==> images/met2.png <==
(3 px per um) Cells faint in the background.
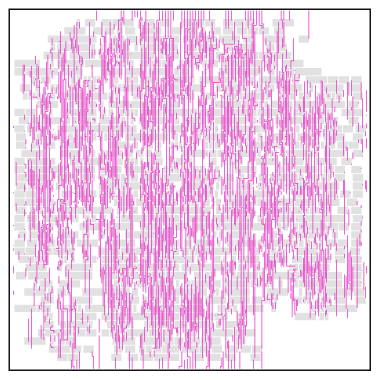
==> images/metal_stack.png <==
(4 px per um) Two of the layers only.
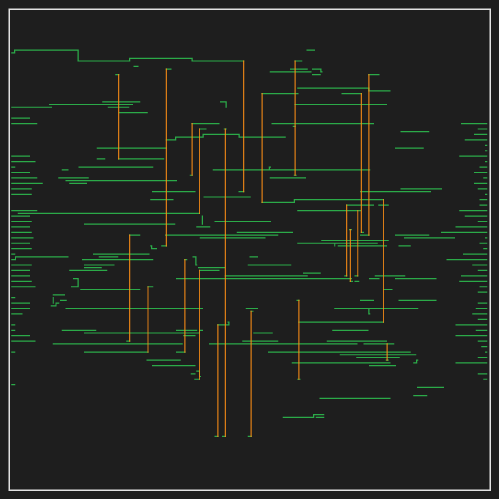
==> images/final_clocks.png <==
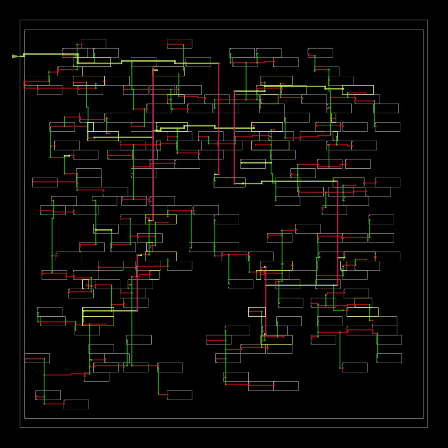
==> images/zoom.png <==
Region (80, 80) to (100, 100) um. Cells in gray, sequential cells in the stronger gray; small squares are vias.
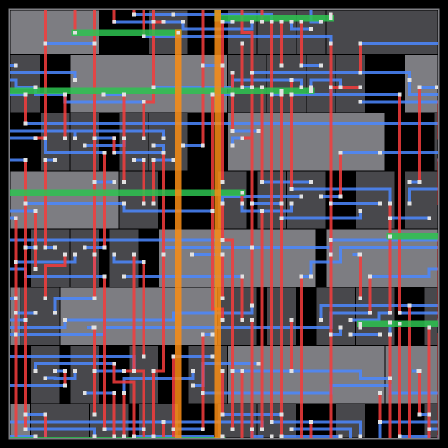
==> images/port_nets.png <==
(3 px per um)
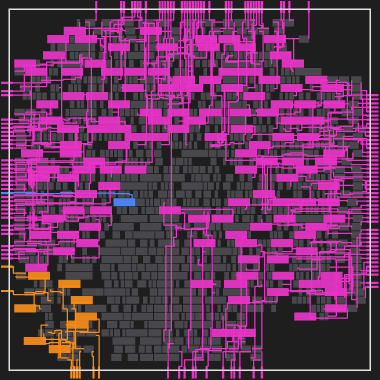
==> src/rtl/tt_sweep_pkg.sv <==
`default_nettype none
// ============================================================================
// Package  : tt_sweep_pkg
// Brief    : Shared defaults, sizes and state encoding for the truth-table
//            sweep/capture block.
// Revision : 1.0 - initial release
// ============================================================================
package tt_sweep_pkg;

    // Default FUT input count and the sizes derived from it
    localparam int N_IN_DEF  = 7;
    localparam int TT_W_DEF  = 2 ** N_IN_DEF;
    localparam int CNT_W_DEF = N_IN_DEF + 1;

    // Reference truth table of the majority network under characterisation
    localparam logic [TT_W_DEF-1:0] EXPECTED_DEF =
        128'hfeeaeaaaeee8e8a0fae8e888aaa8a880;

    // Sweep sequencer states
    typedef enum logic [1:0] {
        IDLE  = 2'd0,
        SWEEP = 2'd1,
        DONE  = 2'd2
    } state_e;

endpackage : tt_sweep_pkg
`default_nettype wire

==> src/rtl/tt_lat_pipe.sv <==
`default_nettype none
// ============================================================================
// Module   : tt_lat_pipe
// Brief    : Valid-tag delay line that tracks the FUT latency so each sample
//            of f_i is captured against the minterm that produced it.
// Revision : 1.0 - initial release
// ============================================================================
module tt_lat_pipe #(
    parameter int DEPTH = 0
)(
    input  logic clk,
    input  logic rst_n,
    input  logic vld_i,
    output logic vld_o
);

    generate
        if (DEPTH == 0) begin : g_bypass
            // Combinational FUT: the tag is consumed in its issue cycle
            logic w_unused_ok;
            assign w_unused_ok = clk ^ rst_n;
            assign vld_o       = vld_i;
        end else begin : g_shift
            logic [DEPTH-1:0] r_sr;

            // Shift the issue tag along DEPTH stages; reset empties the line
            always_ff @(posedge clk) begin
                if (!rst_n) begin
                    r_sr <= '0;
                end else begin
                    r_sr[0] <= vld_i;
                    for (int i = 1; i < DEPTH; i++) begin
                        r_sr[i] <= r_sr[i-1];
                    end
                end
            end

            assign vld_o = r_sr[DEPTH-1];
        end
    endgenerate

endmodule : tt_lat_pipe
`default_nettype wire

==> src/rtl/tt_sweep_capture.sv <==
`default_nettype none
// ============================================================================
// Module   : tt_sweep_capture
// Brief    : Drives every minterm of an N_IN-input Boolean function, captures
//            its output into a truth table, counts the onset and compares the
//            result against a reference signature.
// Revision : 1.0 - initial release
// ============================================================================
module tt_sweep_capture
    import tt_sweep_pkg::*;
#(
    parameter int                     N_IN     = N_IN_DEF,
    parameter int                     DUT_LAT  = 0,
    parameter logic [(2**N_IN)-1:0]   EXPECTED = EXPECTED_DEF
)(
    input  logic                      clk,
    input  logic                      rst_n,
    input  logic                      start_i,
    output logic [N_IN-1:0]           x_o,
    input  logic                      f_i,
    output logic                      busy_o,
    output logic                      done_o,
    output logic [(2**N_IN)-1:0]      tt_o,
    output logic [N_IN:0]             ones_o,
    output logic                      match_o
);

    localparam int TT_W  = 2 ** N_IN;
    localparam int CNT_W = N_IN + 1;

    localparam logic [1:0]       c_st_idle  = IDLE;
    localparam logic [1:0]       c_st_sweep = SWEEP;
    localparam logic [1:0]       c_st_done  = DONE;

    localparam logic [CNT_W-1:0] c_one      = CNT_W'(1);
    localparam logic [CNT_W-1:0] c_last_idx = CNT_W'(TT_W - 1);
    // Issue counter parks one past the last minterm so "all issued" is a
    // plain compare; x_o saturates so the FUT keeps seeing TT_W-1.
    localparam logic [CNT_W-1:0] c_all_iss  = CNT_W'(TT_W);

    logic [1:0]       r_state;
    logic [CNT_W-1:0] r_issue_cnt;
    logic [CNT_W-1:0] r_cap_cnt;
    logic [TT_W-1:0]  r_tt;
    logic [CNT_W-1:0] r_ones;
    logic             r_match;

    logic             w_start_acc;
    logic             w_issue_vld;
    logic             w_tag_tail;
    logic             w_cap_vld;
    logic             w_cap_last;

    assign w_start_acc = (r_state == c_st_idle) && start_i;
    assign w_issue_vld = (r_state == c_st_sweep) && (r_issue_cnt != c_all_iss);
    assign w_cap_vld   = (r_state == c_st_sweep) && w_tag_tail;
    assign w_cap_last  = w_cap_vld && (r_cap_cnt == c_last_idx);

    tt_lat_pipe #(
        .DEPTH (DUT_LAT)
    ) u_lat_pipe (
        .clk   (clk),
        .rst_n (rst_n),
        .vld_i (w_issue_vld),
        .vld_o (w_tag_tail)
    );

    // Sequencer: state transitions plus issue and capture counters
    always_ff @(posedge clk) begin
        if (!rst_n) begin
            r_state     <= c_st_idle;
            r_issue_cnt <= '0;
            r_cap_cnt   <= '0;
        end else begin
            case (r_state)
                c_st_idle: begin
                    if (start_i) begin
                        r_state     <= c_st_sweep;
                        r_issue_cnt <= '0;
                        r_cap_cnt   <= '0;
                    end
                end
                c_st_sweep: begin
                    if (w_issue_vld) begin
                        r_issue_cnt <= r_issue_cnt + c_one;
                    end
                    if (w_cap_vld) begin
                        r_cap_cnt <= r_cap_cnt + c_one;
                    end
                    if (w_cap_last) begin
                        r_state <= c_st_done;
                    end
                end
                c_st_done: begin
                    r_state <= c_st_idle;
                end
                default: begin
                    r_state <= c_st_idle;
                end
            endcase
        end
    end

    // Result registers: cleared on accepted start, filled during capture,
    // held afterwards; the compare folds in the final bit being written
    always_ff @(posedge clk) begin
        if (!rst_n) begin
            r_tt    <= '0;
            r_ones  <= '0;
            r_match <= 1'b0;
        end else if (w_start_acc) begin
            r_tt    <= '0;
            r_ones  <= '0;
            r_match <= 1'b0;
        end else if (w_cap_vld) begin
            r_tt[r_cap_cnt[N_IN-1:0]] <= f_i;
            r_ones                    <= r_ones + CNT_W'(f_i);
            if (w_cap_last) begin
                r_match <= ({f_i, r_tt[TT_W-2:0]} == EXPECTED);
            end
        end
    end

    assign x_o     = r_issue_cnt[N_IN] ? {N_IN{1'b1}} : r_issue_cnt[N_IN-1:0];
    assign busy_o  = (r_state == c_st_sweep);
    assign done_o  = (r_state == c_st_done);
    assign tt_o    = r_tt;
    assign ones_o  = r_ones;
    assign match_o = r_match;

endmodule : tt_sweep_capture
`default_nettype wire

==> config.mk <==
export PLATFORM = sky130hd
export DESIGN_NAME = tt_sweep_capture
export DESIGN_NICKNAME = d
export VERILOG_FILES = /design/src/rtl/tt_sweep_pkg.sv /design/src/rtl/tt_lat_pipe.sv /design/src/rtl/tt_sweep_capture.sv
export SDC_FILE = /design/constraint.sdc
export NUM_CORES = 1
export LEC_CHECK = 0
export CAP_MARGIN = 15
export CORE_UTILIZATION = 51
export DETAILED_ROUTE_END_ITERATION = 8
export PLACE_DENSITY = 0.83
export SYNTH_ARGS = -nofsm -noshare
export SYNTH_HDL_FRONTEND = slang
export SYNTH_SLANG_ARGS = --single-unit
==> constraint.sdc <==
create_clock -name clk -period 2 [get_ports clk]
set_input_delay 0.3 -clock clk [delete_from_list [all_inputs] [get_ports clk]]
set_output_delay 0.3 -clock clk [all_outputs]
set_load 0.01 [all_outputs]
==> impl_metrics.tcl <==
# metrics dict for downstream scripts
set metrics [dict create \
    status "finished clean" \
    post-synth-top-count-cell "nand2_1" \
    viasPerCell 5.76 \
    grt-ovfl-total 0 \
    dieArea_sq_um 14400 \
    clkTransAtPathRegs_ps 60 \
    core_region_area_sq_um 13400 \
    lay_top_cells "nand2_1 (219), dfxtp_1 (155), clkdlybuf4s50_1 (141), a21oi_1 (133), nor2_1 (96)" \
    slew_headroom 0.624 \
    worst_hold_slack_ps 189 \
    syn_avg_cell_area_sq_um 7.50 \
    drc 0 \
    arrival_ps 1680 \
    highest_layer "met4" \
    power_mw 6.60 \
    hold_path_class "in -> reg" \
    busiest_layer "met2" \
    drive_gt1_frac 0.101 \
    synthCells 944 \
    aoi_share 0.168 \
    grt_pass1_wl_um 33500 \
    cts-buffers-inserted 17 \
    cts_max_path_buffers 2 \
    top_cell_area_share 0.438 \
    nNetsFinal 1123 \
    design_area_sq_um 9710 \
    syn_area_sq_um 7080 \
    crit_path_start_kind "flip-flop" \
    ys_types 50 \
    seq_cell_count 155 \
    met1_length_um 8800 \
    yosys-stat-area_sq_um 7080 \
    timing_worst_setup_path_type "reg -> out" \
    ios 150 \
    comb_share 0.380 \
    seq_area_sq_um 3100 \
    antenna_found_initial 0 \
    leakage_nw 3.19 \
    met3WireLength_um 1710 \
    clk_latency_ps 420 \
    crit_buf_inv 2 \
    sh_seq_area 0.319 \
    grt_max_degree 124 \
    largest_class "multi-input combinational cells" \
    required_ps 1700 \
    inv_count 6 \
    post-route-util 0.725 \
    slowest_stage "clkdlybuf4s50_1" \
    drv_cap 0 \
    ys.flops 155 \
    clkCellAreaFrac 0.0600 \
    place.gp.congestion 0.831 \
    layout.area.comb_sq_um 3690 \
    layout_top_cell "nand2_1" \
    ys_sh_xor 0.0185 \
    ys_seq_share 0.438 \
    mux_share 0.00283 \
    io_buffers 149 \
    drtAntennaViolNets 0 \
    use_met1 0.385 \
    critPathTopFamily "buffers and inverters" \
    grt_pass1_vias 6601 \
    timing.fmax_mhz 506 \
    slowest_delay_ps 480 \
    cts-root-buf "clkbuf_16" \
    hold_violations 0 \
    dp_hpwl_um 14100 \
    crit_chain "buf_4, or2_2, clkdlybuf4s50_1" \
    die_w_um 120 \
    fp-utilization 0.529 \
    cts_sinks 155 \
    crit_path_max_fanout 8 \
    worst_slew_pin_slew_ps 564 \
    ff_type "dfxtp_1" \
    simple_gate_share 0.318 \
    place_inst 1260 \
    bufAreaShareNonClock 0.215 \
    met3_usage 0.0604 \
    row_count 42 \
    logic_family "simple AND/OR/NAND/NOR gates" \
    dpl_cell_area_sq_um 9040 \
    dr_wl_met2_um 10100 \
    finalSetupTns_ps 0 \
    yosysCellCount 944 \
    buffers 215 \
    yosys-top-cells-area "dfxtp_1 (44%), nand2_1 (12%), a21oi_1 (9.4%)" \
    drt_iter0_markers 823 \
    dr.pass1.iters 6 \
    power_density_nw_per_um2 680 \
    die_y_um 120 \
    period_minus_slack_ps 1980 \
    syn-num-nets 953 \
    ctsResizeCount 3 \
    finalNonFillerCells 1303 \
    cts_tree "done" \
    comb_cells 719 \
    async_flop_share 0 \
    grt.met2_usage 0.473 \
]
Notes on met2.png above:
main direction: vertical
share of all routed wire: 48%
Routed WL: 21200 um
Via Count: 7511

Notes on metal_stack.png above:
[green] met3 | wire length: 1710 um
[orange] met4 | wire length: 593 um

Notes on final_clocks.png above:
clock network power: 3.18 mW
clock skew: 6.59 ps
clk_buf instances: 25

Notes on zoom.png above:
[red] met2
[blue] met1
[green] met3
[orange] met4
sequential cells in the window: 8
cells with their middle in the window: 46
most frequent: a21oi_1 (9), nand2_1 (9), dfxtp_1 (8)
netlist names of flops here include: `tt_o` (8)

Notes on port_nets.png above:
[blue] `match_o` | bits: 1 | direction: output | end cells: 1 | buffers: 1 | wire: 49.3 um
[magenta] `tt_o` | bits: 128 | direction: output | end cells: 128 | buffers: 133 | wire: 5260 um
[orange] `ones_o` | bits: 8 | direction: output | end cells: 8 | buffers: 8 | wire: 243 um

==> report_power, final <==
group / switching, mW / internal, mW / leakage [nW]
clock: 1.22 / 1.96 / 0.287
sequential: 0.00859 / 3.10 / 1.25
combinational: 0.210 / 0.110 / 1.66
total: 1.43 / 5.17 / 3.19
==> path summary, 6_finish.rpt <==
check,startpoint,to,slack [ps],depth (start not counted)
max,r_issue_cnt[7]$_SDFFE_PN0P_,x_o[3],20,3
min,f_i,tt_o[92]$_SDFFE_PP0P_,190,3
max reg2reg,r_issue_cnt[0]$_SDFFE_PN0P_,r_cap_cnt[2]$_SDFFE_PN0P_,50,7
min reg2reg,tt_o[29]$_SDFFE_PP0P_,tt_o[29]$_SDFFE_PP0P_,470,2
No activity file was given, so power comes from the tool's default toggle rates.
